### src/rtl/rv32i_types.sv
// Shared widths, states and helpers for the
// cache-to-burst-memory arbiter.
package rv32i_types;

  localparam int LINE_BITS = 256;
  localparam int BEATS     = LINE_BITS / 64;

  typedef enum logic [2:0] {
    IDLE,
    RD_REQ,
    RD_WAIT,
    WR,
    RESP
  } bmem_state_t;

  typedef enum logic {
    CLI_I = 1'b0,
    CLI_D = 1'b1
  } bmem_cli_t;

  // Burst memory works on 32-byte lines
  function automatic logic [31:0] line_align(
    input logic [31:0] a
  );
    return a & ~32'h0000_001f;
  endfunction

endpackage

### src/rtl/bmem_arbiter.sv
// Round-robin arbiter between icache and dcache
// line requests onto a 64-bit burst memory.
module bmem_arbiter #(
  parameter int LINE_BITS = rv32i_types::LINE_BITS,
  parameter int BEATS     = rv32i_types::BEATS
) (
  input  logic                 clk,
  input  logic                 rst,
  input  logic [31:0]          i_addr,
  input  logic                 i_read,
  output logic [LINE_BITS-1:0] i_rdata,
  output logic                 i_resp,
  input  logic [31:0]          d_addr,
  input  logic                 d_read,
  input  logic                 d_write,
  input  logic [LINE_BITS-1:0] d_wdata,
  output logic [LINE_BITS-1:0] d_rdata,
  output logic                 d_resp,
  output logic [31:0]          bmem_addr,
  output logic                 bmem_read,
  output logic                 bmem_write,
  output logic [63:0]          bmem_wdata,
  input  logic                 bmem_ready,
  input  logic [31:0]          bmem_raddr,
  input  logic [63:0]          bmem_rdata,
  input  logic                 bmem_rvalid
);

  import rv32i_types::*;

  localparam int CW =
    (BEATS > 1) ? $clog2(BEATS) : 1;
  localparam logic [CW-1:0] LAST = CW'(BEATS - 1);

  bmem_state_t          state_q, state_d;
  logic [CW-1:0]        cnt_q, cnt_d;
  logic                 pref_i_q, pref_i_d;
  bmem_cli_t            cli_q, cli_d;
  logic [31:0]          addr_q, addr_d;
  logic [LINE_BITS-1:0] wline_q, wline_d;
  logic [LINE_BITS-1:0] buf_q, buf_d;
  logic [31:0]          line_a;
  logic                 d_req;
  bmem_cli_t            gnt;

  assign d_req   = d_read | d_write;
  assign line_a  = line_align(addr_q);
  assign i_rdata = buf_q;
  assign d_rdata = buf_q;

  // State, beat counter, fairness pointer and latched request
  always_ff @(posedge clk) begin
    if (rst) begin
      state_q  <= IDLE;
      cnt_q    <= '0;
      pref_i_q <= 1'b0;
      cli_q    <= CLI_I;
      addr_q   <= '0;
      wline_q  <= '0;
      buf_q    <= '0;
    end else begin
      state_q  <= state_d;
      cnt_q    <= cnt_d;
      pref_i_q <= pref_i_d;
      cli_q    <= cli_d;
      addr_q   <= addr_d;
      wline_q  <= wline_d;
      buf_q    <= buf_d;
    end
  end

  // Grant, burst sequencing and memory/client outputs
  always_comb begin
    state_d    = state_q;
    cnt_d      = cnt_q;
    pref_i_d   = pref_i_q;
    cli_d      = cli_q;
    addr_d     = addr_q;
    wline_d    = wline_q;
    buf_d      = buf_q;
    gnt        = CLI_D;
    bmem_addr  = '0;
    bmem_read  = 1'b0;
    bmem_write = 1'b0;
    bmem_wdata = '0;
    i_resp     = 1'b0;
    d_resp     = 1'b0;
    unique case (state_q)
      IDLE: begin
        if (i_read || d_req) begin
          if (i_read && d_req)
            gnt = pref_i_q ? CLI_I : CLI_D;
          else
            gnt = d_req ? CLI_D : CLI_I;
          cli_d    = gnt;
          pref_i_d = (gnt == CLI_D);
          cnt_d    = '0;
          if (gnt == CLI_D) begin
            addr_d  = d_addr;
            wline_d = d_wdata;
            state_d = d_write ? WR : RD_REQ;
          end else begin
            addr_d  = i_addr;
            wline_d = '0;
            state_d = RD_REQ;
          end
        end
      end
      RD_REQ: begin
        bmem_addr = line_a;
        bmem_read = 1'b1;
        if (bmem_ready)
          state_d = RD_WAIT;
      end
      RD_WAIT: begin
        // Beats tagged for another line are not ours
        if (bmem_rvalid && bmem_raddr == line_a) begin
          for (int b = 0; b < BEATS; b++)
            if (cnt_q == CW'(b))
              buf_d[b*64 +: 64] = bmem_rdata;
          if (cnt_q == LAST) begin
            cnt_d   = '0;
            state_d = RESP;
          end else begin
            cnt_d = cnt_q + CW'(1);
          end
        end
      end
      WR: begin
        bmem_addr  = line_a;
        bmem_write = 1'b1;
        for (int b = 0; b < BEATS; b++)
          if (cnt_q == CW'(b))
            bmem_wdata = wline_q[b*64 +: 64];
        if (bmem_ready) begin
          if (cnt_q == LAST) begin
            cnt_d   = '0;
            state_d = RESP;
          end else begin
            cnt_d = cnt_q + CW'(1);
          end
        end
      end
      RESP: begin
        i_resp  = (cli_q == CLI_I);
        d_resp  = (cli_q == CLI_D);
        state_d = IDLE;
      end
      default: state_d = IDLE;
    endcase
  end

endmodule
### config.mk
export PLATFORM = sky130hd
export DESIGN_NAME = bmem_arbiter
export DESIGN_NICKNAME = d
export VERILOG_FILES = /design/src/rtl/rv32i_types.sv /design/src/rtl/bmem_arbiter.sv
export SDC_FILE = /design/constraint.sdc
export NUM_CORES = 1
export LEC_CHECK = 0
export CORE_AREA = 4 4 396 398
export DETAILED_ROUTE_END_ITERATION = 6
export DIE_AREA = 0 0 400 402
export GPL_TIMING_DRIVEN = 0
export PLACE_DENSITY = 0.41
export SYNTH_ARGS = -nofsm -noshare
export SYNTH_HDL_FRONTEND = slang
export SYNTH_SLANG_ARGS = --single-unit
### constraint.sdc
create_clock -name clk -period 2.9 [get_ports clk]
set_clock_uncertainty 0.1 [all_clocks]
set_input_delay 0.435 -clock clk [delete_from_list [all_inputs] [get_ports clk]]
set_output_delay 0.435 -clock clk [all_outputs]
set_load 0.02 [all_outputs]
### Register map, names as in the netlist

Other sequential cells in the stronger grey, the rest of the logic in the fainter grey.
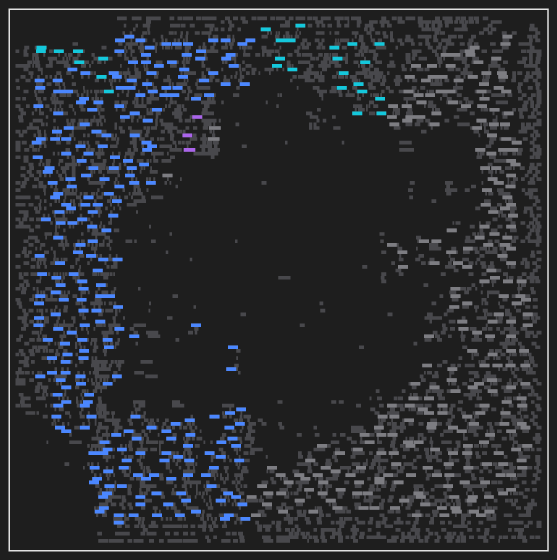
addr_q: in cyan, placed flops 27. wline_q: in blue, placed flops 256. state_q: in purple, placed flops 3.
Another 259 sequential cells are not coloured.

### Track usage over the die

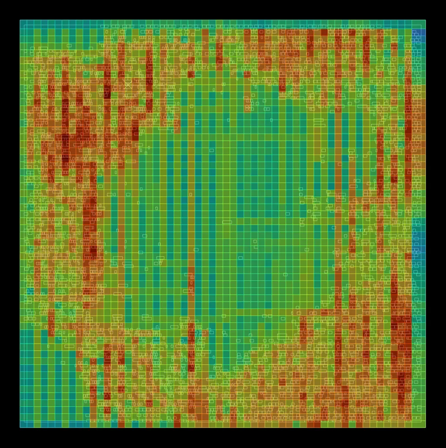
wire per inst: 27.2 µm
Final Util: 26.7%

### The metal 1 layer

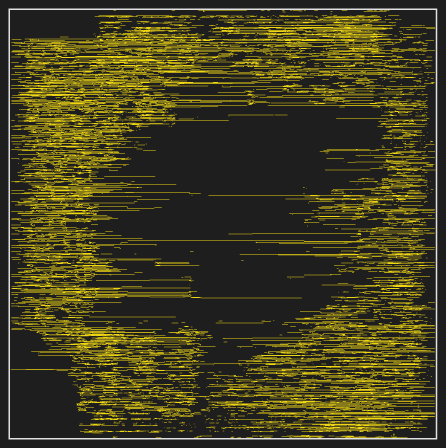
The layer holds 40% of the routed length. The layer carries 67.2 mm of wire. 4,191 nets have wire on it. The longest straight run is 167 µm. The wires run mostly horizontal.

### Port wiring

Scale bar: 100 µm.
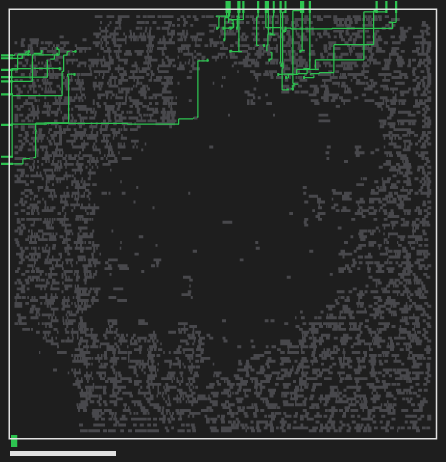
d_addr: in green, direction input, edge 18 top, 9 left, 5 bottom, end cells 27, buffers 27, wire 1,960 µm.

### Routed clock nets over the placement

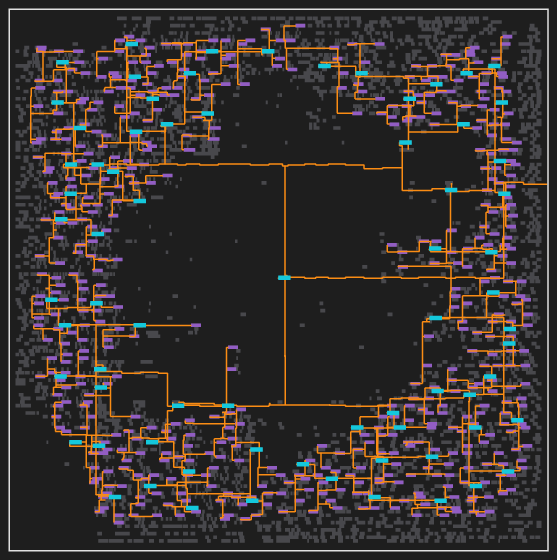
cells driving clock nets: in cyan, count 72. flip-flops: in purple, count 545. clock wires: in orange, length 9,700 µm.
There are 73 routed clock nets. Position of the flops: spread over the die.

==> registers in the layout, indices dropped and copies added, names as in the netlist <==
signal	cells
addr_q	27
wline_q	256
state_q	3
d_rdata	256
cli_q	1
cnt_q	2
==> layer usage <==
layer	part of all wire, %	routed length [µm]	up-vias
met5	0.10	175	-
met4	2.3	3860	22
li1	-	-	12200
met2	51	86700	937
met1	40	67200	12600
met3	7.1	12100	175
==> repair_timing <==
action,in CTS,in global routing
resized,647,82
hold endpoints to repair,0,0
endpoints found under the setup margin,503,107
hold buffers,0,0
pin swaps,46,63
setup buffers,4,4
cloned,4,4
==> final cells by class <==
| cell class | instances | area [µm²] |
|---|---|---|
| Antenna cell | 9 | 22.5 |
| Tap cell | 2044 | 2560 |
| Fill cell | 16800 | 112000 |
| Sequential cell | 545 | 10900 |
| Buffer | 507 | 3620 |
| Clock buffer | 99 | 2070 |
| Timing Repair Buffer | 1034 | 10300 |
| Multi-Input combinational cell | 1972 | 11200 |
| Inverter | 8 | 35.0 |
| Clock inverter | 24 | 309 |
==> Yosys cell counts (all sizes together), types with 2 or more instances <==
cell	instances	area, µm²
nor2	418	1570
nand4	10	68.8
nand2	388	1460
nand2b	5	31.3
mux2i	257	2570
nand3b	65	488
dfxtp	545	10900
xnor2	18	158
o22ai	2	12.5
inv	8	30.0
clkbuf	188	706
a21oi	452	2260
and2	25	156
nor2b	4	25.0
nor4	7	80.1
or4	4	30.0
a311oi	27	236
nor3	7	35.0
buf	321	2390
a211oi	2	15.0
xor2	3	26.3
nand3	258	1290
ha	4	50.1
==> through the flow <==
step	power, mW	TNS (ns)	setup WS (ns)	hold slack (ns)	instances
6_report	23.9	-8.62	-0.256	0.230	6242
3_5_place_dp	14.4	-552.12	-1.69	0.343	6096
2_1_floorplan	11.3	0	0.566	0.332	3034
5_1_grt	24.9	-17.81	-0.364	0.191	6236
4_1_cts	24.1	-15.47	-0.345	0.158	6225
3_3_place_gp	14.3	-569.94	-2.25	0.338	6096
==> worst max-delay path: stages, from the launching register on <==
cell	delay (ns)
dfxtp_4	0.36
inv_4	0.05
ha_4	0.19
clkbuf_16	0.18
buf_4	0.19
nand3b_1	0.17
a21oi_2	0.19
a21oi_1	0.06
nor2_1	0.09
a21oi_1	0.08
nor2_2	0.23
buf_6	0.16
==> kinds of logic (layout without fill, tap and decap cells) <==
family	Yosys count	in the layout	share of synthesized area (%)
AOI/OAI and AO/OA	491	491	10.5
xor gates and xnor gates	21	21	0.745
adders and majority gates	4	4	0.203
buffers and inverters	517	1672	12.7
DFF	545	545	44.2
muxes	257	257	10.4
other	1	14	0.0152
and+or+nand+nor	1194	1194	21.3
==> power by group through the flow <==
stage / Combinational [mW] / Clock, mW / Sequential (mW)
3_5_place_dp: 5.63 / 0 / 8.72
6_report: 6.10 / 9.20 / 8.60
3_3_place_gp: 5.62 / 0 / 8.71
2_1_floorplan: 2.83 / 0 / 8.51
5_1_grt: 6.53 / 9.70 / 8.66
4_1_cts: 6.03 / 9.45 / 8.58
==> run notes <==
run results: Worst-path clk slew around 0.06 ns, sw frac 34.3%, HP Class in -> reg, Log Warnings about 41, critical path arrival around 2.6 ns, register share after synthesis about 44%, vias in the first global route roughly 26,000, routing usage on met1 between 20% and 30%, Worst-Margin Slew around 1.2 ns, DP Area ~0.037 mm², failing checks DRC, setup timing, vias per cell 4.15, CTS root buffer clkbuf_16, Worst R2R Start cli_q, antenna violations before repair 19, hold endpoint wline_q[29], CP required between 2 and 2.5 ns, Final ANT Viol Nets 0, routing usage on met2 ~37%, Final WS setup -0.256 ns, most frequent cells in the layout 924 x clkdlybuf4s50_1, 542 x dfxtp_1, 396 x nor2_1, 388 x nand2_1, 372 x a21oi_1, area grow syn2layout 65.7%, TritonCTS Sinks around 550, Yosys Warn Count 0, DP HPWL about 140,000 µm, Max Root-Sink Buffers 3, syn avg cell area slightly above 8 µm², CP Capture Point bmem_wdata[58], cell area after technology mapping roughly 0.025 mm², # DRC 1, Finished Cell Area between 0.04 and 0.05 mm², Post-synth EDFFs 0, NetSw just over 8 mW, crit path capture type output pin, first-pass GRT wire length approximately 220,000 µm, gr usage total about 20%, Comb pwr share approximately a quarter, Final Hold Viols 0, unique cell type count in the Yosys netlist 42, Tcrit/Tclk final 109%, fmax about 0.32 GHz, # setup viols final 62, Slew Viols, Final 0, largest net degree at the start of global routing 13, status complete, but fails checks
Power figures rest on the tool's default switching activity, not on a simulated workload.
